--- config.mk ---
export PLATFORM = sky130hd
export DESIGN_NAME = alu_result_fifo
export DESIGN_NICKNAME = d
export VERILOG_FILES = /design/src/rtl/alu_result_fifo.sv
export SDC_FILE = /design/constraint.sdc
export NUM_CORES = 1
export LEC_CHECK = 0
export CAP_MARGIN = 20
export CORE_MARGIN = 5
export CORE_UTILIZATION = 55
export CTS_CLUSTER_SIZE = 25
export DETAILED_ROUTE_END_ITERATION = 10
export PLACE_DENSITY = 0.89
export SLEW_MARGIN = 30
export SYNTH_ARGS = -nofsm -noshare
export SYNTH_HDL_FRONTEND = slang
export SYNTH_SLANG_ARGS = --single-unit
--- constraint.sdc ---
create_clock -name CLK -period 3.3 [get_ports CLK]
set_input_delay 0.495 -clock CLK [delete_from_list [all_inputs] [get_ports CLK]]
set_output_delay 0.495 -clock CLK [all_outputs]
set_load 0.005 [all_outputs]
--- src/rtl/alu_result_fifo.sv ---
// -----------------------------------------------------------------------------
// alu_result_fifo
//
// Collects the registered per-unit results of the structural ALU. Each cycle
// it looks at the four unit flags. If exactly one is high, the matching result
// is zero-extended to the common result width, tagged with a unit code and
// pushed into a small first-word-fall-through FIFO. A consumer drains the FIFO
// over a valid/ready handshake. Two saturating counters record results that
// were dropped because the FIFO was full (OVF_CNT) and cycles where more than
// one flag was high (ERR_CNT).
//
// Ports
//   CLK, RST                  clock (rising edge), asynchronous active-low reset
//   Arith_OUT/Carry_OUT/Arith_Flag   arithmetic result, carry, valid
//   Logic_OUT/Logic_Flag             logic result, valid
//   CMP_OUT/CMP_Flag                 compare result, valid
//   Shift_OUT/Shift_Flag             shift result, valid
//   RES_DATA/RES_UNIT/RES_CARRY      head entry (all zero while empty)
//   RES_VALID/RES_READY              output handshake
//   FIFO_FULL                        FIFO holds FIFO_DEPTH entries
//   OVF_CNT, ERR_CNT                 saturating drop / flag-error counters
//
// Handshake: RES_VALID is high whenever the FIFO holds an entry and the head
// entry is stable on RES_* until taken. The entry is taken on a rising edge
// where RES_VALID and RES_READY are both high. RES_READY may be high at any
// time; while RES_VALID is low it has no effect.
// -----------------------------------------------------------------------------
module alu_result_fifo #(
   parameter int OP_DATA_WIDTH   = 16,
   parameter int Arith_OUT_WIDTH = 2 * OP_DATA_WIDTH,
   parameter int CMP_OUT_WIDTH   = 2,
   parameter int FIFO_DEPTH      = 4,
   parameter int CNT_WIDTH       = 8
) (
   input  logic                       CLK,
   input  logic                       RST,
   input  logic [Arith_OUT_WIDTH-1:0] Arith_OUT,
   input  logic                       Carry_OUT,
   input  logic                       Arith_Flag,
   input  logic [OP_DATA_WIDTH-1:0]   Logic_OUT,
   input  logic                       Logic_Flag,
   input  logic [CMP_OUT_WIDTH-1:0]   CMP_OUT,
   input  logic                       CMP_Flag,
   input  logic [OP_DATA_WIDTH-1:0]   Shift_OUT,
   input  logic                       Shift_Flag,
   output logic [Arith_OUT_WIDTH-1:0] RES_DATA,
   output logic [1:0]                 RES_UNIT,
   output logic                       RES_CARRY,
   output logic                       RES_VALID,
   input  logic                       RES_READY,
   output logic                       FIFO_FULL,
   output logic [CNT_WIDTH-1:0]       OVF_CNT,
   output logic [CNT_WIDTH-1:0]       ERR_CNT
);

   localparam int PTR_W = (FIFO_DEPTH > 1) ? $clog2(FIFO_DEPTH) : 1;
   localparam int OCC_W = $clog2(FIFO_DEPTH + 1);
   localparam logic [OCC_W-1:0] OCC_FULL = OCC_W'(FIFO_DEPTH);

   localparam logic [1:0] UNIT_ARITH = 2'b00;
   localparam logic [1:0] UNIT_LOGIC = 2'b01;
   localparam logic [1:0] UNIT_CMP   = 2'b10;
   localparam logic [1:0] UNIT_SHIFT = 2'b11;

   // Storage and control state
   logic [Arith_OUT_WIDTH-1:0] data_q  [FIFO_DEPTH];
   logic [Arith_OUT_WIDTH-1:0] data_d  [FIFO_DEPTH];
   logic [1:0]                 unit_q  [FIFO_DEPTH];
   logic [1:0]                 unit_d  [FIFO_DEPTH];
   logic                       carry_q [FIFO_DEPTH];
   logic                       carry_d [FIFO_DEPTH];

   logic [PTR_W-1:0]     wr_ptr_q, wr_ptr_d;
   logic [PTR_W-1:0]     rd_ptr_q, rd_ptr_d;
   logic [OCC_W-1:0]     occ_q, occ_d;
   logic [CNT_WIDTH-1:0] ovf_q, ovf_d;
   logic [CNT_WIDTH-1:0] err_q, err_d;

   // Per-cycle decode
   logic [3:0]                 flags;
   logic                       multi_flag;
   logic                       one_flag;
   logic [Arith_OUT_WIDTH-1:0] entry_data;
   logic [1:0]                 entry_unit;
   logic                       entry_carry;
   logic                       not_empty;
   logic                       is_full;
   logic                       pop;
   logic                       push;
   logic                       drop;

   always_comb begin
      flags      = {Shift_Flag, CMP_Flag, Logic_Flag, Arith_Flag};
      // Clearing the lowest set bit leaves something only if two or more are set.
      multi_flag = ((flags & (flags - 4'd1)) != 4'd0);
      one_flag   = (flags != 4'd0) && !multi_flag;

      entry_data  = {{(Arith_OUT_WIDTH - OP_DATA_WIDTH){1'b0}}, Shift_OUT};
      entry_unit  = UNIT_SHIFT;
      entry_carry = 1'b0;
      if (Arith_Flag) begin
         entry_data  = Arith_OUT;
         entry_unit  = UNIT_ARITH;
         entry_carry = Carry_OUT;
      end else if (Logic_Flag) begin
         entry_data  = {{(Arith_OUT_WIDTH - OP_DATA_WIDTH){1'b0}}, Logic_OUT};
         entry_unit  = UNIT_LOGIC;
      end else if (CMP_Flag) begin
         entry_data  = {{(Arith_OUT_WIDTH - CMP_OUT_WIDTH){1'b0}}, CMP_OUT};
         entry_unit  = UNIT_CMP;
      end
   end

   always_comb begin
      not_empty = (occ_q != '0);
      is_full   = (occ_q == OCC_FULL);
      pop       = not_empty && RES_READY;
      // A full FIFO still accepts a write when the head leaves in the same cycle.
      push      = one_flag && (!is_full || pop);
      drop      = one_flag && is_full && !pop;
   end

   always_comb begin
      data_d   = data_q;
      unit_d   = unit_q;
      carry_d  = carry_q;
      wr_ptr_d = wr_ptr_q;
      rd_ptr_d = rd_ptr_q;
      occ_d    = occ_q;
      ovf_d    = ovf_q;
      err_d    = err_q;

      if (push) begin
         data_d[wr_ptr_q]  = entry_data;
         unit_d[wr_ptr_q]  = entry_unit;
         carry_d[wr_ptr_q] = entry_carry;
         wr_ptr_d          = wr_ptr_q + PTR_W'(1);
      end
      if (pop) begin
         rd_ptr_d = rd_ptr_q + PTR_W'(1);
      end
      if (push && !pop) begin
         occ_d = occ_q + OCC_W'(1);
      end else if (pop && !push) begin
         occ_d = occ_q - OCC_W'(1);
      end

      if (drop && (ovf_q != '1)) begin
         ovf_d = ovf_q + CNT_WIDTH'(1);
      end
      if (multi_flag && (err_q != '1)) begin
         err_d = err_q + CNT_WIDTH'(1);
      end
   end

   always_ff @(posedge CLK or negedge RST) begin
      if (!RST) begin
         for (int i = 0; i < FIFO_DEPTH; i++) begin
            data_q[i]  <= '0;
            unit_q[i]  <= '0;
            carry_q[i] <= 1'b0;
         end
         wr_ptr_q <= '0;
         rd_ptr_q <= '0;
         occ_q    <= '0;
         ovf_q    <= '0;
         err_q    <= '0;
      end else begin
         data_q   <= data_d;
         unit_q   <= unit_d;
         carry_q  <= carry_d;
         wr_ptr_q <= wr_ptr_d;
         rd_ptr_q <= rd_ptr_d;
         occ_q    <= occ_d;
         ovf_q    <= ovf_d;
         err_q    <= err_d;
      end
   end

   // Head entry falls through from storage; forced to zero while empty so
   // stale slots never leak onto the outputs.
   always_comb begin
      RES_VALID = not_empty;
      FIFO_FULL = is_full;
      RES_DATA  = not_empty ? data_q[rd_ptr_q]  : '0;
      RES_UNIT  = not_empty ? unit_q[rd_ptr_q]  : 2'b00;
      RES_CARRY = not_empty ? carry_q[rd_ptr_q] : 1'b0;
      OVF_CNT   = ovf_q;
      ERR_CNT   = err_q;
   end

endmodule

==> results.tsv, run 1 <==
metric	value	unit
IO Count	127	
number of global-route vias before repair	5786	
Clock Sinks	163	
final design utilization	0.702	
pins over their slew limit	0	
fill count	963	
Worst path depth	4	
Via density	5.81	
Cell Type Count	37	
logic share of the area	0.366	
Seq area share	0.405	
post-route insts no fill	898	
clock share of power	0.213	
max_cap viols	0	
Synth top area share	0.510	
Final setup viols	0	
clock-cell share of area	0.0578	
largest net degree at the start of global routing	83	
metal2 WL	9660	um
Max Clock Skew	0.00810	ns
Synth Cell Area	8000	um2
min Tclk post-route	2.98	ns
Net Count, Synth	656	
1st-pass router iterations	4	
CTS buffer count	17	
and+or+nand+nor area frac	0.0870	
initial DRC count	395	
Top cells excl fill/tap	dfrtp_1, mux2_2, clkdlybuf4s50_1	
Sw Pwr	2.69	mW
dpl hpwl	12500	um
crit path cell chain	buf_12 > mux4_2 > and2_1 > clkdlybuf4s50_1	
Data buffer area share	0.147	
CTS Hold Buffers Added	0	
Place WS	0.307	ns
Worst Path Buf+Inv	2	
register share of total power	0.374	
outcome	finished clean	
flip-flops with a built-in enable	0	
Warnings, synthesis	0	
P_comb	3.81	mW
Top delay family on crit path	buffers and inverters	
layout cells sized above 1	0.331	
die width	131	um
die height	131	um
Setup TNS	0	ns
dominant register cell	dfrtp_1	
Main power group	combinational cells	
Worst Slack Setup Final	0.321	ns
seq_cells	163	
Layout clock buffers	20	
largest class	flip-flops and latches	
logic area	3690	um2
CP startpoint	rd_ptr_q[0]	
chip footprint	17000	um2
CTS tree	yes	
CP required	2.80	ns
P_seq	3.45	mW
Initial Util	0.557	
FF+latch area	4080	um2
postcts setup bufs	0	
Power Total	9.23	mW
Mapped Avg Cell Area	13.9	um2
RSZ-0062 raised after global routing	false	
grt ovf	0	
Port Buffers	126	
Sw Share	0.291	
final instance area	10100	um2
peak supply drop	0.529	mV
placed cell count	867	
CORE AREA	14400	um2
initial antenna violation count	0	
Post-synth ARST share	1.00	
worst-path maximum fanout	30	
Clk. pwr	1.97	mW
clk slew on worst S/H paths	0.06	ns
synth cell count leaders	dfrtp_1, mux2_2, and2_1, mux4_2, nand2_1	
CTS-repair resized insts	0	
Routed Antenna Nets	0	
most numerous logic cell after layout	dfrtp_1	
top cells, area	dfrtp_1, mux2_2, mux4_2	
worst hold margin	0.112	ns
# DRC	0	
yosys stat cell total	574	
Crit path largest cell delay	0.55	ns
and-or/or-and share of the synthesized area	0.0291	
CTS H-tree lvls	4	
Clock Path Buffers	2	
Layout area overhead	26.1	%
Hold Path Class	in2async	
Row Count	44	
wl on met1	7460	um
leakage	4.36	nW
max reg flops	128	
area fraction in xor and xnor cells	0.0197	
R2R Setup Slk	0.84	ns
yosys synthesis chip area	8000	um2
GPL Wtd Cong	0.785	
final hold violations	0	
RR Endpoint	occ_q[2]	
top routing layer in use	met4	
Nets	784	
post-place instance area	9500	um2
crit path launch type	flop	
critical path class	reg2out	
met3 WL post-DR	839	um
worst-skew pair later-pin latency	0.43	ns
CP Data Arrival Time	2.48	ns
CTS root buffer	clkbuf_16	
worst setup path end	RES_DATA[23]	
Comb pwr share	0.413	
Tightest Pin Transition	0.781	ns
Syn Inst Count	574	
area leader, netlist	dfrtp_1	
FA/HA/MAJ Cells, Area Fraction	0.0135	
RR Startpoint	occ_q[0]	
Worst setup EP type	primary output	
Worst Reg2Reg Path Length in Cells	8	
PwrDens	915	nW/um2
FF+latch count, synth	163	
f_max	0.336	GHz
sequential element share of the synthesized area	0.510	
n_diodes	0	
Critical Path Slowest Stage Cell	dfrtp_2	
Biggest register	data_q	
MUX area fraction	0.311	
Pint	6.54	mW
first-pass GRT wire length	29600	um
comb area leader	multiplexers	
cycle use final	0.903	
# Taps	184	
Plain + repair buffers	144	
Relative slew margins	0.479	
MI comb cells	370	
Log Warnings	29	
Non-CTS inverters	6	
top-count cell post-synth	dfrtp_1	
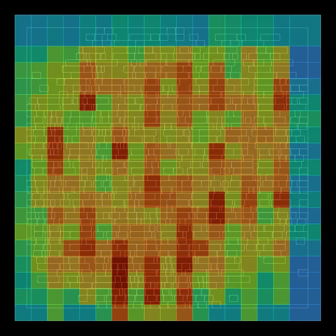
(run_1/congestion.png)
busiest grt layer: met2
grt met1 use: 0.281
met2 usage: 0.396
GRT Util Overall: 0.227
M3 GR Usage: 0.0541

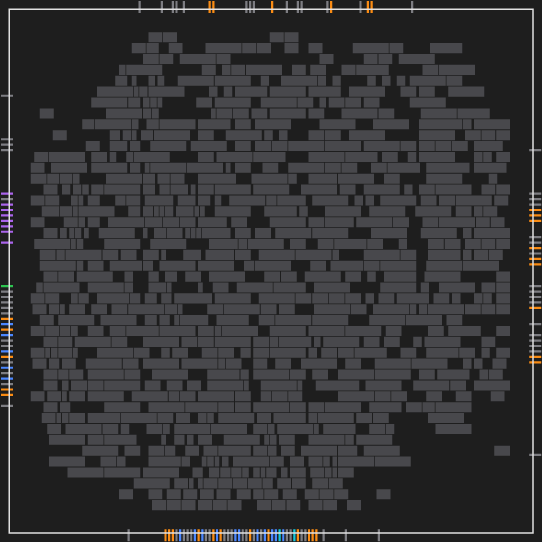
(run_1/io_placement.png)
Drawn at 4 px/um. Pins as bars across the die edge, other pins in gray.
port	color	pins	direction	edge
ERR_CNT	purple	8	output	left
Arith_OUT	orange	32	input	12 bottom, 9 right, 6 top, 5 left
Arith_Flag	green	1	input	left
CMP_OUT	cyan	2	input	bottom
Logic_OUT	blue	16	input	11 bottom, 5 left

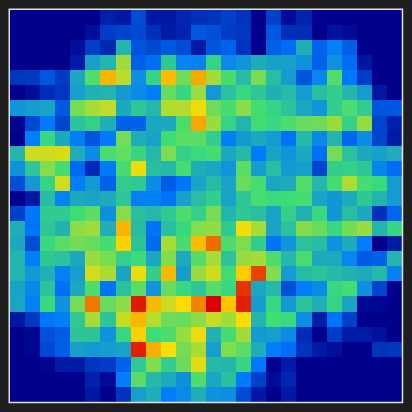
(run_1/metal_density.png)
Drawn at 3 px/um. 26 x 26 tiles, from dark blue (low) to red (high), scaled to the fullest tile. Values are wire area over tile area, all layers added.
emptiest ninth of the die	bottom right
nearly empty tiles	14%
tiles over half the peak	23%
fullest tile	0.51
WL/cell: 20.4 um
vias post-DR: 5,220
routed wire length: 18,300 um

==> inputs of run 2 (changes only) <==
--- a/config.mk
+++ b/config.mk
@@ -7,10 +7,10 @@
 export LEC_CHECK = 0
 export CAP_MARGIN = 20
 export CORE_MARGIN = 5
-export CORE_UTILIZATION = 55
+export CORE_UTILIZATION = 30
 export CTS_CLUSTER_SIZE = 25
 export DETAILED_ROUTE_END_ITERATION = 10
-export PLACE_DENSITY = 0.89
+export PLACE_DENSITY = 0.57
 export SLEW_MARGIN = 30
 export SYNTH_ARGS = -nofsm -noshare
 export SYNTH_HDL_FRONTEND = slang
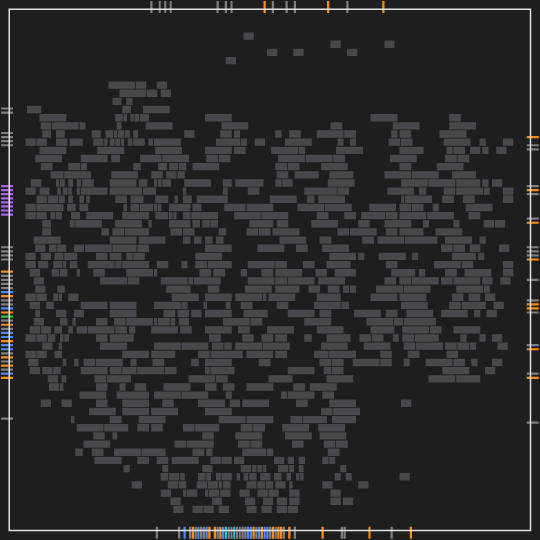
(run_2/io_placement.png)
Drawn at 3 px/um. Pins as bars across the die edge, other pins in gray.
port	color	pins	direction	edge
Arith_Flag	green	1	input	left
Arith_OUT	orange	32	input	13 bottom, 8 left, 8 right, 3 top
Logic_OUT	blue	16	input	9 bottom, 7 left
CMP_OUT	cyan	2	input	bottom
ERR_CNT	purple	8	output	left
Port Buffers: 126
die width: 173 um
die height: 173 um

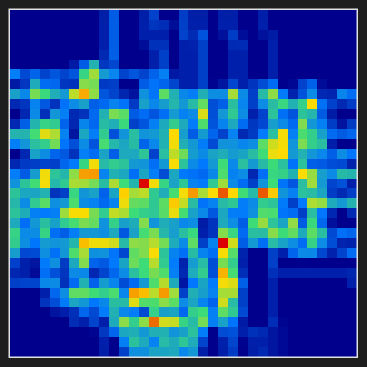
(run_2/metal_density.png)
Drawn at 2 px/um. 35 x 35 tiles, from dark blue (low) to red (high), scaled to the fullest tile. Values are wire area over tile area, all layers added.
nearly empty tiles	25%
mean over tiles	0.10
fullest tile	0.43

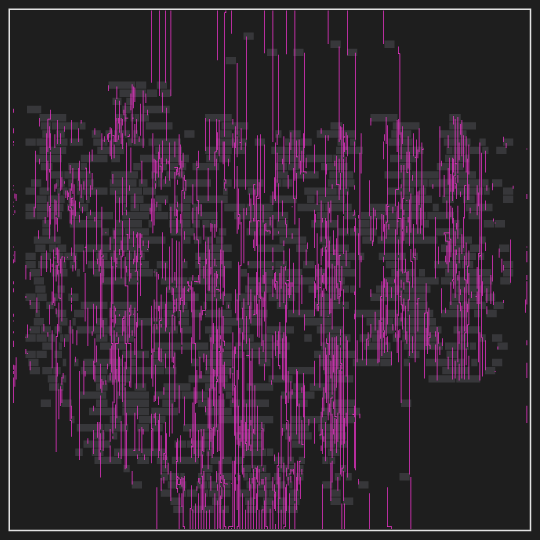
(run_2/layer_met2.png)
Drawn at 3 px/um.
share of all routed wire	50%
nets with wire on the layer	711
wire length on this layer	10,100 um

==> results.tsv, run 2 <==
metric	value	unit	change
Worst Reg2Reg Path Length in Cells	8		unchanged
Clock Path Buffers	2		unchanged
Top delay family on crit path	buffers and inverters		
top cells, area	dfrtp_1, mux2_2, mux4_2		
logic area	3690	um2	about the same
FF+latch area	4080	um2	about the same
CP startpoint	rd_ptr_q[0]		
seq_cells	163		unchanged
Power Total	9.54	mW	+3.3%
busiest grt layer	met2		
most numerous logic cell after layout	dfrtp_1		
CTS Hold Buffers Added	0		unchanged
Post-synth ARST share	1.00		unchanged
Net Count, Synth	656		unchanged
Worst path depth	4		unchanged
met3 WL post-DR	731	um	-13%
Biggest register	data_q		
MI comb cells	370		unchanged
MUX area fraction	0.311		unchanged
and-or/or-and share of the synthesized area	0.0291		unchanged
worst setup path end	RES_UNIT[0]		
Nets	787		+0.38%
P_seq	3.50	mW	+1%
final design utilization	0.396		-0.306
crit path launch type	flop		
final instance area	10300	um2	+2.5%
max_cap viols	0		unchanged
min Tclk post-route	3.06	ns	+0.0849 ns
f_max	0.326	GHz	-2.8%
layout cells sized above 1	0.337		+0.00652
post-place instance area	9660	um2	+1.6%
outcome	finished clean		
worst-path maximum fanout	22		-27%
synth cell count leaders	dfrtp_1, mux2_2, and2_1, mux4_2, nand2_1		
max reg flops	128		unchanged
largest net degree at the start of global routing	103		+24%
Crit path largest cell delay	0.66	ns	+0.11 ns
comb area leader	multiplexers		
Data buffer area share	0.140		-0.00723
Synth top area share	0.510		unchanged
Pint	6.79	mW	+3.8%
placed cell count	1021		+18%
Synth Cell Area	8000	um2	unchanged
Routed Antenna Nets	0		unchanged
FA/HA/MAJ Cells, Area Fraction	0.0135		unchanged
Cell Type Count	37		unchanged
clock-cell share of area	0.0659		+0.00814
dominant register cell	dfrtp_1		
area fraction in xor and xnor cells	0.0197		unchanged
IO Count	127		unchanged
GRT Util Overall	0.134		-0.0922
1st-pass router iterations	5		+1
Critical Path Slowest Stage Cell	dfrtp_4		
PwrDens	923	nW/um2	+0.80%
pins over their slew limit	0		unchanged
initial antenna violation count	0		unchanged
Tightest Pin Transition	0.830	ns	+0.0488 ns
R2R Setup Slk	0.75	ns	-0.09 ns
RSZ-0062 raised after global routing	false		
CTS H-tree lvls	4		unchanged
M3 GR Usage	0.0308		-0.0233
Seq area share	0.395		-0.00970
Sw Share	0.288		-0.00293
CTS tree	yes		
Non-CTS inverters	6		unchanged
Power figures rest on the tool's default switching activity, not on a simulated workload.
